===== config.mk =====
export PLATFORM = sky130hd
export DESIGN_NAME = wb4_sync_fifo_w_to_n_flat
export DESIGN_NICKNAME = d
export VERILOG_FILES = /design/src/rtl/wb4_sync_fifo_w_to_n_if.sv /design/src/rtl/wb4_sync_fifo_w_to_n.sv /design/src/flat_wrapper.sv
export SDC_FILE = /design/constraint.sdc
export NUM_CORES = 1
export LEC_CHECK = 0
export CORE_MARGIN = 2
export CORE_UTILIZATION = 40
export CTS_CLUSTER_SIZE = 8
export DETAILED_ROUTE_END_ITERATION = 10
export RECOVER_POWER = 50
export SKIP_LAST_GASP = 1
export SLEW_MARGIN = 0
export SYNTH_ARGS = -nofsm -noshare
export SYNTH_HDL_FRONTEND = slang
export SYNTH_SLANG_ARGS = --single-unit

===== constraint.sdc =====
create_clock -name i_clk -period 7.35 [get_ports i_clk]
set_input_delay 0.735 -clock i_clk [delete_from_list [all_inputs] [get_ports i_clk]]
set_output_delay 0.735 -clock i_clk [all_outputs]
set_load 0.01 [all_outputs]

===== src/rtl/wb4_sync_fifo_w_to_n_if.sv =====
// Wishbone B4 pipelined write (wide) and read (narrow) port bundle for the
// width-converting sync FIFO.
interface wb4_sync_fifo_w_to_n_if #(
  parameter int P_DATA_MSB = 7,
  parameter int P_RATIO    = 4
);
  localparam int W = P_DATA_MSB + 1;

  logic                 wb4_in_scyc;
  logic                 wb4_in_sstb;
  logic [P_RATIO*W-1:0] wb4_in_sdata;
  logic                 wb4_in_sack;
  logic                 wb4_in_sstall;

  logic                 wb4_out_scyc;
  logic                 wb4_out_sstb;
  logic                 wb4_out_sack;
  logic [W-1:0]         wb4_out_sdata;
  logic                 wb4_out_sstall;

  modport master (
    output wb4_in_scyc, wb4_in_sstb, wb4_in_sdata,
    input  wb4_in_sack, wb4_in_sstall,
    output wb4_out_scyc, wb4_out_sstb,
    input  wb4_out_sack, wb4_out_sdata, wb4_out_sstall
  );

  modport slave (
    input  wb4_in_scyc, wb4_in_sstb, wb4_in_sdata,
    output wb4_in_sack, wb4_in_sstall,
    input  wb4_out_scyc, wb4_out_sstb,
    output wb4_out_sack, wb4_out_sdata, wb4_out_sstall
  );
endinterface


===== src/rtl/wb4_sync_fifo_w_to_n.sv =====
// Single-clock Wishbone B4 FIFO: wide words in, one narrow lane out per
// transfer (lane 0 first), with narrow-unit level, almost flags and flush.
module wb4_sync_fifo_w_to_n #(
  parameter int P_DATA_MSB = 7,
  parameter int P_RATIO    = 4,
  parameter int P_DEPTH    = 16,
  parameter int P_AFULL    = P_DEPTH - 2,
  parameter int P_AEMPTY   = 1
) (
  input  logic                               i_clk,
  input  logic                               i_rst,
  input  logic                               i_flush,
  wb4_sync_fifo_w_to_n_if.slave              bus,
  output logic [$clog2(P_DEPTH*P_RATIO):0]   o_level,
  output logic                               o_almost_full,
  output logic                               o_almost_empty
);
  localparam int W  = P_DATA_MSB + 1;
  localparam int L  = $clog2(P_DEPTH);
  localparam int RB = $clog2(P_RATIO);
  localparam int LI = (RB > 0) ? RB : 1;
  localparam int LW = L + RB + 1;

  logic [P_RATIO*W-1:0] r_mem [P_DEPTH];
  logic [L:0]           r_wptr;
  logic [L:0]           r_rptr;
  logic [LI-1:0]        r_lane;
  logic                 r_in_ack;
  logic                 r_out_ack;
  logic [W-1:0]         r_sdata;

  logic [L:0]           w_entries;
  logic                 w_full;
  logic                 w_empty;
  logic                 w_in_stall;
  logic                 w_out_stall;
  logic                 w_wr_acc;
  logic                 w_rd_acc;
  logic                 w_last_lane;
  logic [P_RATIO*W-1:0] w_word;
  logic [LW-1:0]        w_level;

  assign w_entries   = r_wptr - r_rptr;
  assign w_full      = (w_entries == (L+1)'(P_DEPTH));
  assign w_empty     = (w_entries == '0);
  assign w_in_stall  = w_full | i_flush;
  assign w_out_stall = w_empty | i_flush;
  assign w_wr_acc    = bus.wb4_in_scyc & bus.wb4_in_sstb & ~w_in_stall;
  assign w_rd_acc    = bus.wb4_out_scyc & bus.wb4_out_sstb & ~w_out_stall;
  // With a single lane per word the lane index is a constant-zero stub.
  assign w_last_lane = (RB == 0) ? 1'b1 : (r_lane == LI'(P_RATIO - 1));
  assign w_word      = r_mem[r_rptr[L-1:0]];
  assign w_level     = (LW'(w_entries) << RB) - LW'(r_lane);

  assign bus.wb4_in_sack    = r_in_ack;
  assign bus.wb4_in_sstall  = w_in_stall;
  assign bus.wb4_out_sack   = r_out_ack;
  assign bus.wb4_out_sdata  = r_sdata;
  assign bus.wb4_out_sstall = w_out_stall;
  assign o_level            = w_level;
  assign o_almost_full      = (w_entries >= (L+1)'(P_AFULL));
  assign o_almost_empty     = (w_level <= LW'(P_AEMPTY));

  always_ff @(posedge i_clk) begin
    if (w_wr_acc) r_mem[r_wptr[L-1:0]] <= bus.wb4_in_sdata;
  end

  always_ff @(posedge i_clk) begin
    if (i_rst) begin
      r_wptr    <= '0;
      r_rptr    <= '0;
      r_lane    <= '0;
      r_in_ack  <= 1'b0;
      r_out_ack <= 1'b0;
      r_sdata   <= '0;
    end else begin
      r_in_ack  <= w_wr_acc;
      r_out_ack <= w_rd_acc;
      if (i_flush) begin
        r_wptr <= '0;
        r_rptr <= '0;
        r_lane <= '0;
      end else begin
        if (w_wr_acc) r_wptr <= r_wptr + (L+1)'(1);
        if (w_rd_acc) begin
          r_sdata <= w_word[r_lane*W +: W];
          if (w_last_lane) begin
            r_lane <= '0;
            r_rptr <= r_rptr + (L+1)'(1);
          end else begin
            r_lane <= r_lane + LI'(1);
          end
        end
      end
    end
  end
endmodule

===== src/flat_wrapper.sv =====
// flat-port wrapper written by rule: the top's interface ports become plain ports
module wb4_sync_fifo_w_to_n_flat 
#(
  parameter int P_DATA_MSB = 7,
  parameter int P_RATIO    = 4,
  parameter int P_DEPTH    = 16,
  parameter int P_AFULL    = P_DEPTH - 2,
  parameter int P_AEMPTY   = 1
)
  (i_clk, i_rst, i_flush, o_level, o_almost_full, o_almost_empty, bus_wb4_in_scyc, bus_wb4_in_sstb, bus_wb4_in_sdata, bus_wb4_in_sack, bus_wb4_in_sstall, bus_wb4_out_scyc, bus_wb4_out_sstb, bus_wb4_out_sack, bus_wb4_out_sdata, bus_wb4_out_sstall);
  wb4_sync_fifo_w_to_n_if #(.P_DATA_MSB(P_DATA_MSB), .P_RATIO(P_RATIO)) bus_i ();
  input  logic i_clk;
  input  logic i_rst;
  input  logic i_flush;
  output logic [$clog2(P_DEPTH*P_RATIO):0] o_level;
  output logic o_almost_full;
  output logic o_almost_empty;
  input wire logic [$bits(bus_i.wb4_in_scyc)-1:0] bus_wb4_in_scyc;
  input wire logic [$bits(bus_i.wb4_in_sstb)-1:0] bus_wb4_in_sstb;
  input wire logic [$bits(bus_i.wb4_in_sdata)-1:0] bus_wb4_in_sdata;
  output wire logic [$bits(bus_i.wb4_in_sack)-1:0] bus_wb4_in_sack;
  output wire logic [$bits(bus_i.wb4_in_sstall)-1:0] bus_wb4_in_sstall;
  input wire logic [$bits(bus_i.wb4_out_scyc)-1:0] bus_wb4_out_scyc;
  input wire logic [$bits(bus_i.wb4_out_sstb)-1:0] bus_wb4_out_sstb;
  output wire logic [$bits(bus_i.wb4_out_sack)-1:0] bus_wb4_out_sack;
  output wire logic [$bits(bus_i.wb4_out_sdata)-1:0] bus_wb4_out_sdata;
  output wire logic [$bits(bus_i.wb4_out_sstall)-1:0] bus_wb4_out_sstall;
  assign bus_i.wb4_in_scyc = bus_wb4_in_scyc;
  assign bus_i.wb4_in_sstb = bus_wb4_in_sstb;
  assign bus_i.wb4_in_sdata = bus_wb4_in_sdata;
  assign bus_wb4_in_sack = bus_i.wb4_in_sack;
  assign bus_wb4_in_sstall = bus_i.wb4_in_sstall;
  assign bus_i.wb4_out_scyc = bus_wb4_out_scyc;
  assign bus_i.wb4_out_sstb = bus_wb4_out_sstb;
  assign bus_wb4_out_sack = bus_i.wb4_out_sack;
  assign bus_wb4_out_sdata = bus_i.wb4_out_sdata;
  assign bus_wb4_out_sstall = bus_i.wb4_out_sstall;
  wb4_sync_fifo_w_to_n #(.P_DATA_MSB(P_DATA_MSB), .P_RATIO(P_RATIO), .P_DEPTH(P_DEPTH), .P_AFULL(P_AFULL), .P_AEMPTY(P_AEMPTY)) u_core (.i_clk(i_clk), .i_rst(i_rst), .i_flush(i_flush), .bus(bus_i), .o_level(o_level), .o_almost_full(o_almost_full), .o_almost_empty(o_almost_empty));
endmodule

### Cell placement, run 1

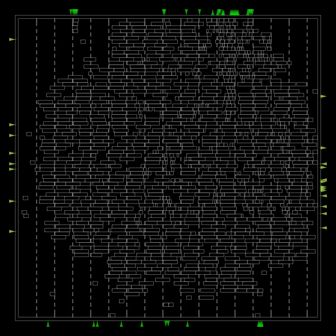
Seq/total area: 0.651
Flops: 538
Well Taps: 688
final core occ: 0.467
filler instances: 4308

### Met3 routing, run 1

Bar = 50 µm.
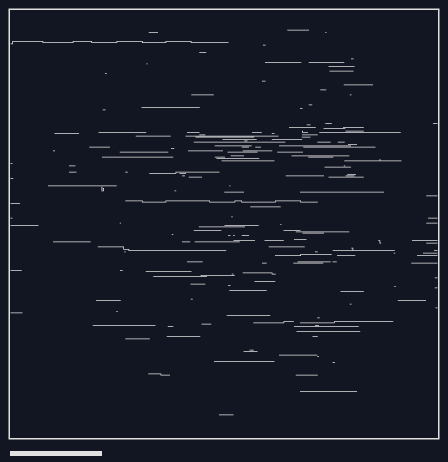
main direction	horizontal
nets with wire on the layer	102
via count: 10247
M3 GR Usage: 0.0330
Routed WL: 47000 µm

### Cell classes on the final placement, run 1

Fill, decap, tap and diode cells in grey.
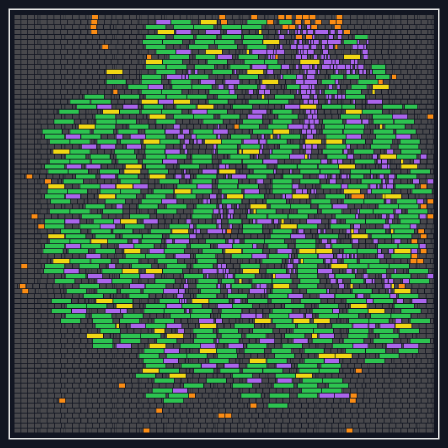
class	colour	cells	share of their area
all other logic	purple	450	21%
clock drivers and dummy loads	yellow	102	8.9%
flops	green	538	67%
other buffers and delay cells	orange	68	2.8%
post-route cell area: 0.0244 mm²
Core Footprint: 0.0523 mm²
row count: 84

### Met2 routing, run 1

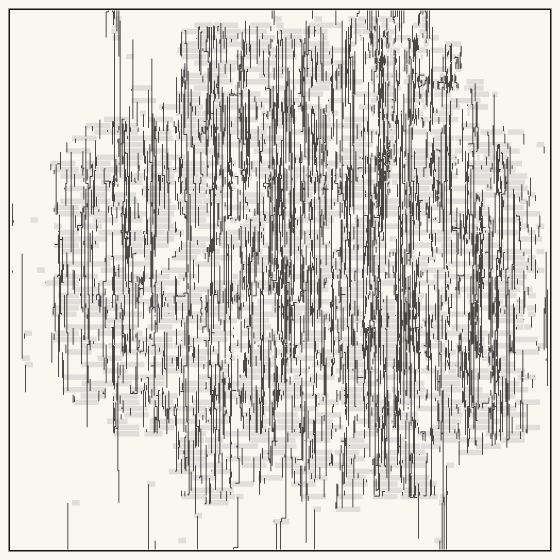
longest straight run	113 µm
share of all routed wire	48%
main direction	vertical
wire length on this layer	22.7 mm
met2 usage: 0.284

==> results_dict.tcl, run 1 <==
# collected from the flow reports
set metrics [dict create \
    synth-main-ff-cell "edfxtp_1" \
    cts_max_path_buffers 3 \
    cts_made_buffers 77 \
    cp-end-kind "output port" \
    most_common_cell "edfxtp_1" \
    leakagePower_nw 7.49 \
    enable_flop_cells 512 \
    period_used_share 0.636 \
    drtIter0Drc 876 \
    clk_latency_ps 590 \
    die_height_um 234 \
    r2r_end "u_core.r_mem[5][24]" \
    critPathMaxFanout 6 \
    dp_hpwl_um 26600 \
    syn_area_per_cell_um2 20.3 \
    ys_cells 1041 \
    hold_class "register to register" \
    buffers 68 \
    biggestCellCategory "flip-flops and latches" \
    top_power_group "sequential cells" \
    diodes 0 \
    seq-power_mw 3.37 \
    ctsRootBufferMaster "clkbuf_16" \
    fin_tns_setup_ps 0 \
    clock_area_frac 0.0863 \
    grt_use_total 0.177 \
    startpoint_type "register" \
    endpoint "bus_wb4_out_sstall" \
    largest_reg_flops 512 \
    portBuffers 59 \
    n_all_inverters 10 \
    drive_gt1_frac 0.196 \
    cts.sinks 538 \
    cts_tree "built" \
    hold_path_startpoint "u_core.r_rptr[2]" \
    status "finished, final reports clean" \
    min_period_ps 4670 \
    syn2layout_area_growth_pct 15.8 \
    wl_per_cell_um 25.5 \
    swShare 0.190 \
]
[run 1: cells by family after synthesis]
logic type | synth area share
buf+inv | 0.0177
simple gates | 0.0342
mux | 0.150
flops | 0.753
compound gates | 0.0324
fa+ha+maj | 0.00747
xor+xnor | 0.00534
[run 1: per-layer routing]
metal | track usage | share of wire | vias up
met5 | 0 | 0.00028 | -
met4 | 0.0558 | 0.021 | 2
met3 | 0.0330 | 0.052 | 77
met2 | 0.284 | 0.48 | 309
met1 | 0.247 | 0.44 | 5371
li1 | - | - | 4488
[run 1: critical path, stage by stage, from the launching register on]
cell	delay, ps
dfxtp_1	410
inv_1	110
ha_1	230
fa_1	410
xor2_1	340
or3b_1	380
mux2i_1	580
a21o_1	330
clkdlybuf4s50_1	570
### Nets reached from selected ports, run 1

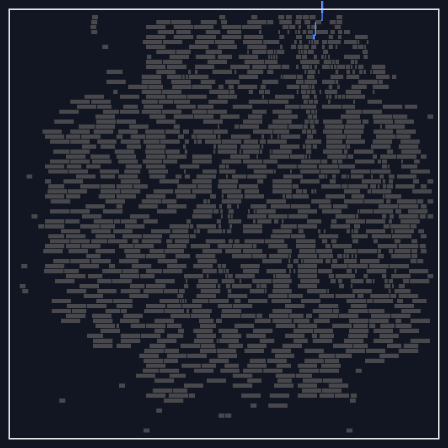

==> run 2: changes to the inputs <==
- clock period: 7.35 -> 4.45 ns (I/O delays scaled with it)
### Nets reached from selected ports, run 2

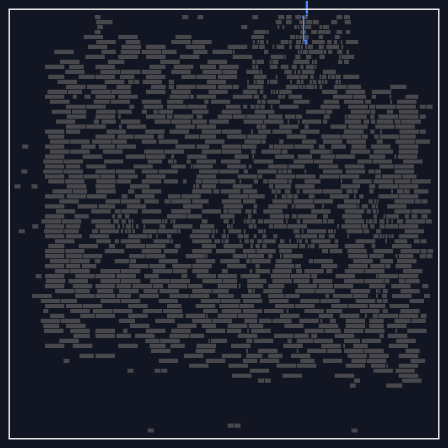
port	colour	direction	end cells	wire
`o_almost_full`	blue	output	1	18.4 µm
IO Port Bufs: 59
Ports: 60

### Met2 routing, run 2

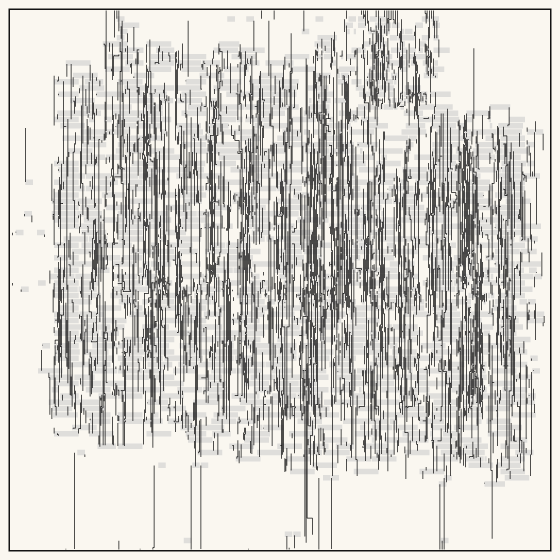
share of all routed wire	51%
nets with wire on the layer	1082
wire length on this layer	24.7 mm
via count: 10496
met2 usage: 0.306
Routed WL: 48700 µm

==> run 2 against run 1 <==
Hold slack better by 4.6 ps. Critical path depth stayed put. Largest power group unchanged. Routed wire length grew 3.6%. Clock-buffer cell count grew 12.
==> results_dict.tcl, run 2 <==
# collected from the flow reports
set metrics [dict create \
    biggestCellCategory "flip-flops and latches" \
    top_usage_layer "met2" \
    grt_use_total 0.183 \
    critPathSlowestCell "clkdlybuf4s50_1" \
    nFillCells 4289 \
    clock_area_frac 0.0863 \
    syn_area_per_cell_um2 20.3 \
    hold_path_startpoint "u_core.bus.wb4_out_sdata[6]" \
    synth-main-ff-cell "edfxtp_1" \
    largest_reg_flops 512 \
    worstSetupPathDepth 8 \
    gr-usage-met1 0.238 \
    n_all_inverters 10 \
    die_height_um 234 \
    cts_max_path_buffers 3 \
    cts_tree "built" \
    cts.sinks 538 \
    min_period_ps 4110 \
    crit_buf_inv 2 \
    ctsRootBufferMaster "clkbuf_16" \
    leakagePower_nw 7.73 \
    highest_layer "met5" \
    status "finished, final reports clean" \
    grt_util_met3 0.0420 \
    endpoint "bus_wb4_out_sstall" \
    most_common_cell "edfxtp_1" \
    drtIter0Drc 873 \
    fin_tns_setup_ps 0 \
    ys_cells 1041 \
    critPathTopFamily "buffers and inverters" \
    wl_met1_um 20200 \
    r2r_end "u_core.r_mem[8][9]" \
    critPathMaxFanout 6 \
    syn2layout_area_growth_pct 18.0 \
    taps 688 \
    dp_hpwl_um 30900 \
    core_area_mm2 0.0523 \
    period_used_share 0.924 \
    dr_wl_met2_um 24700 \
    clk_latency_ps 590 \
    cts_made_buffers 77 \
    cp_slowest_stage_delay_ps 570 \
    num_rows 84 \
]
### Cell classes on the final placement, run 2

Fill, decap, tap and diode cells in grey.
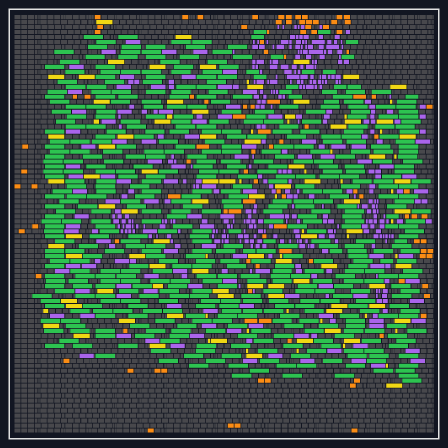
class	colour	cells	share of their area
clock drivers and dummy loads	yellow	114	8.9%
all other logic	purple	450	20%
flops	green	538	66%
other buffers and delay cells	orange	105	4.5%
post-route cell area: 0.0249 mm²
Seq/total area: 0.639

## run 2: cell families (layout without fill, tap and decap cells)
logic type               after synthesis  after routing  synth area share
AND-OR/OR-AND                         96             96            0.0324
XOR/XNOR                              12             12           0.00534
adder cells (fa/ha/maj)               12             12           0.00747
buffers and inverters                 63            229            0.0177
flip-flops                           538            538             0.753
multiplexers                         177            177             0.150
AND/OR/NAND/NOR                      143            143            0.0342
## run 2: power by group through the flow
stage / clock (mW) / sequential (mW) / combinational (mW)
after global routing: 5.51 / 5.56 / 0.169
after detailed placement: 0 / 5.66 / 0.166
after CTS: 5.30 / 5.57 / 0.166
after global placement: 0 / 5.66 / 0.162
after floorplan: 0 / 5.66 / 0.0298
final: 5.20 / 5.57 / 0.157
### Cell placement, run 2

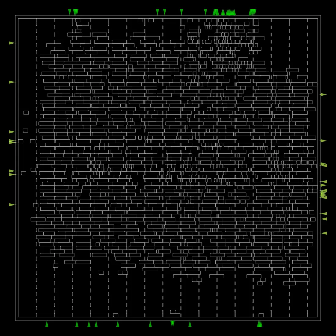

==> run 3: changes to the inputs <==
- ABC_AREA: unset -> 1
### Cell placement, run 3

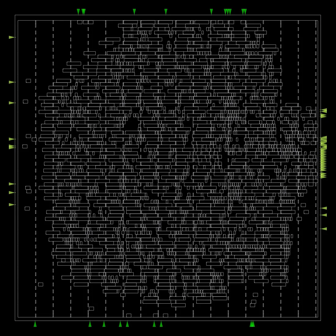
filler instances: 5087
row count: 86

### Cell classes on the final placement, run 3

Fill, decap, tap and diode cells in grey.
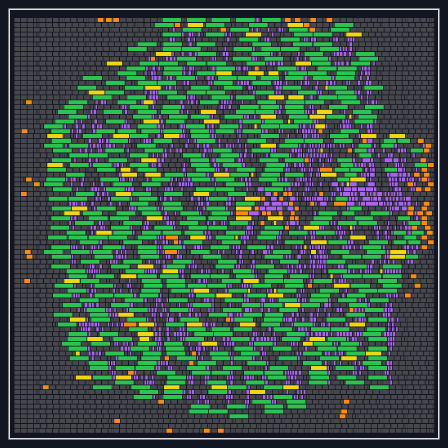
class	colour	cells	share of their area
all other logic	purple	1396	24%
other buffers and delay cells	orange	96	3.8%
clock drivers and dummy loads	yellow	100	8.4%
flops	green	538	64%
post-route cell area: 0.0260 mm²
final core occ: 0.469

### Met2 routing, run 3

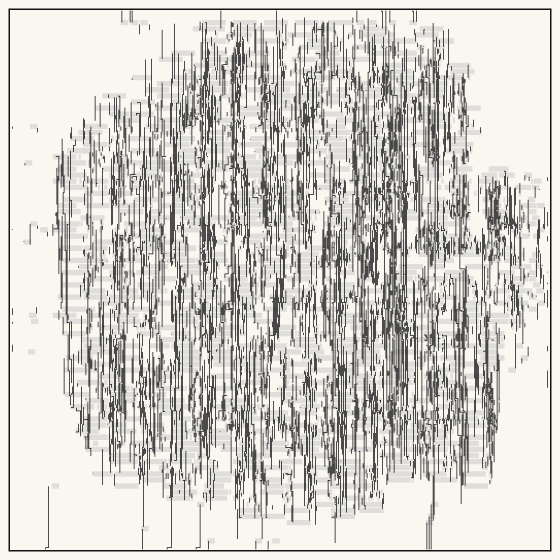
longest straight run	83.3 µm
nets with wire on the layer	1505
via count: 14959
met2 usage: 0.303
Routed WL: 57000 µm

==> run 3 against run 2 <==
Combinational power up 15%. Hold slack worse by 21 ps. Routed wire length grew 17%. Sequential cell count stayed put. First-iteration DRC count up 64%. Largest power group unchanged.
==> results_dict.tcl, run 3 <==
# collected from the flow reports
set metrics [dict create \
    status "finished, final reports clean" \
    ctsRootBufferMaster "clkbuf_16" \
    ys_sh_adder 0.00702 \
    worstSetupPathDepth 8 \
    portBuffers 59 \
    num_io_pins 60 \
    core_area_mm2 0.0553 \
    period_used_share 0.841 \
    ys_cells 2047 \
    syn_area_per_cell_um2 11.0 \
    cts_max_path_buffers 3 \
    dp_hpwl_um 31800 \
    die_height_um 241 \
    critPathMaxFanout 13 \
    cts_tree "built" \
    dr_wl_met2_um 26100 \
    crit_buf_inv 2 \
    critPathTopFamily "buffers and inverters" \
    r2r_end "u_core.r_mem[0][28]" \
    most_common_cell "nand2_1" \
    cts.sinks 538 \
    largest_reg_flops 512 \
]
run 3: power by group through the flow:
stage / clock, mW / combinational, mW / sequential, mW
after detailed placement: 0 / 0.188 / 5.66
final: 5.15 / 0.181 / 5.57
after global routing: 5.44 / 0.198 / 5.56
after CTS: 5.26 / 0.188 / 5.57
after global placement: 0 / 0.182 / 5.66
after floorplan: 0 / 0.0442 / 5.66
run 3: area by class of cell:
cell class | count | area (µm²)
multi-input cells | 1294 | 5690
clock buffers | 92 | 1980
well taps | 748 | 936
flip-flops and latches | 538 | 15900
inverters | 102 | 390
fillers | 5087 | 29300
repair buffers | 96 | 943
clock inverters | 8 | 114
Power figures rest on the tool's default switching activity, not on a simulated workload.
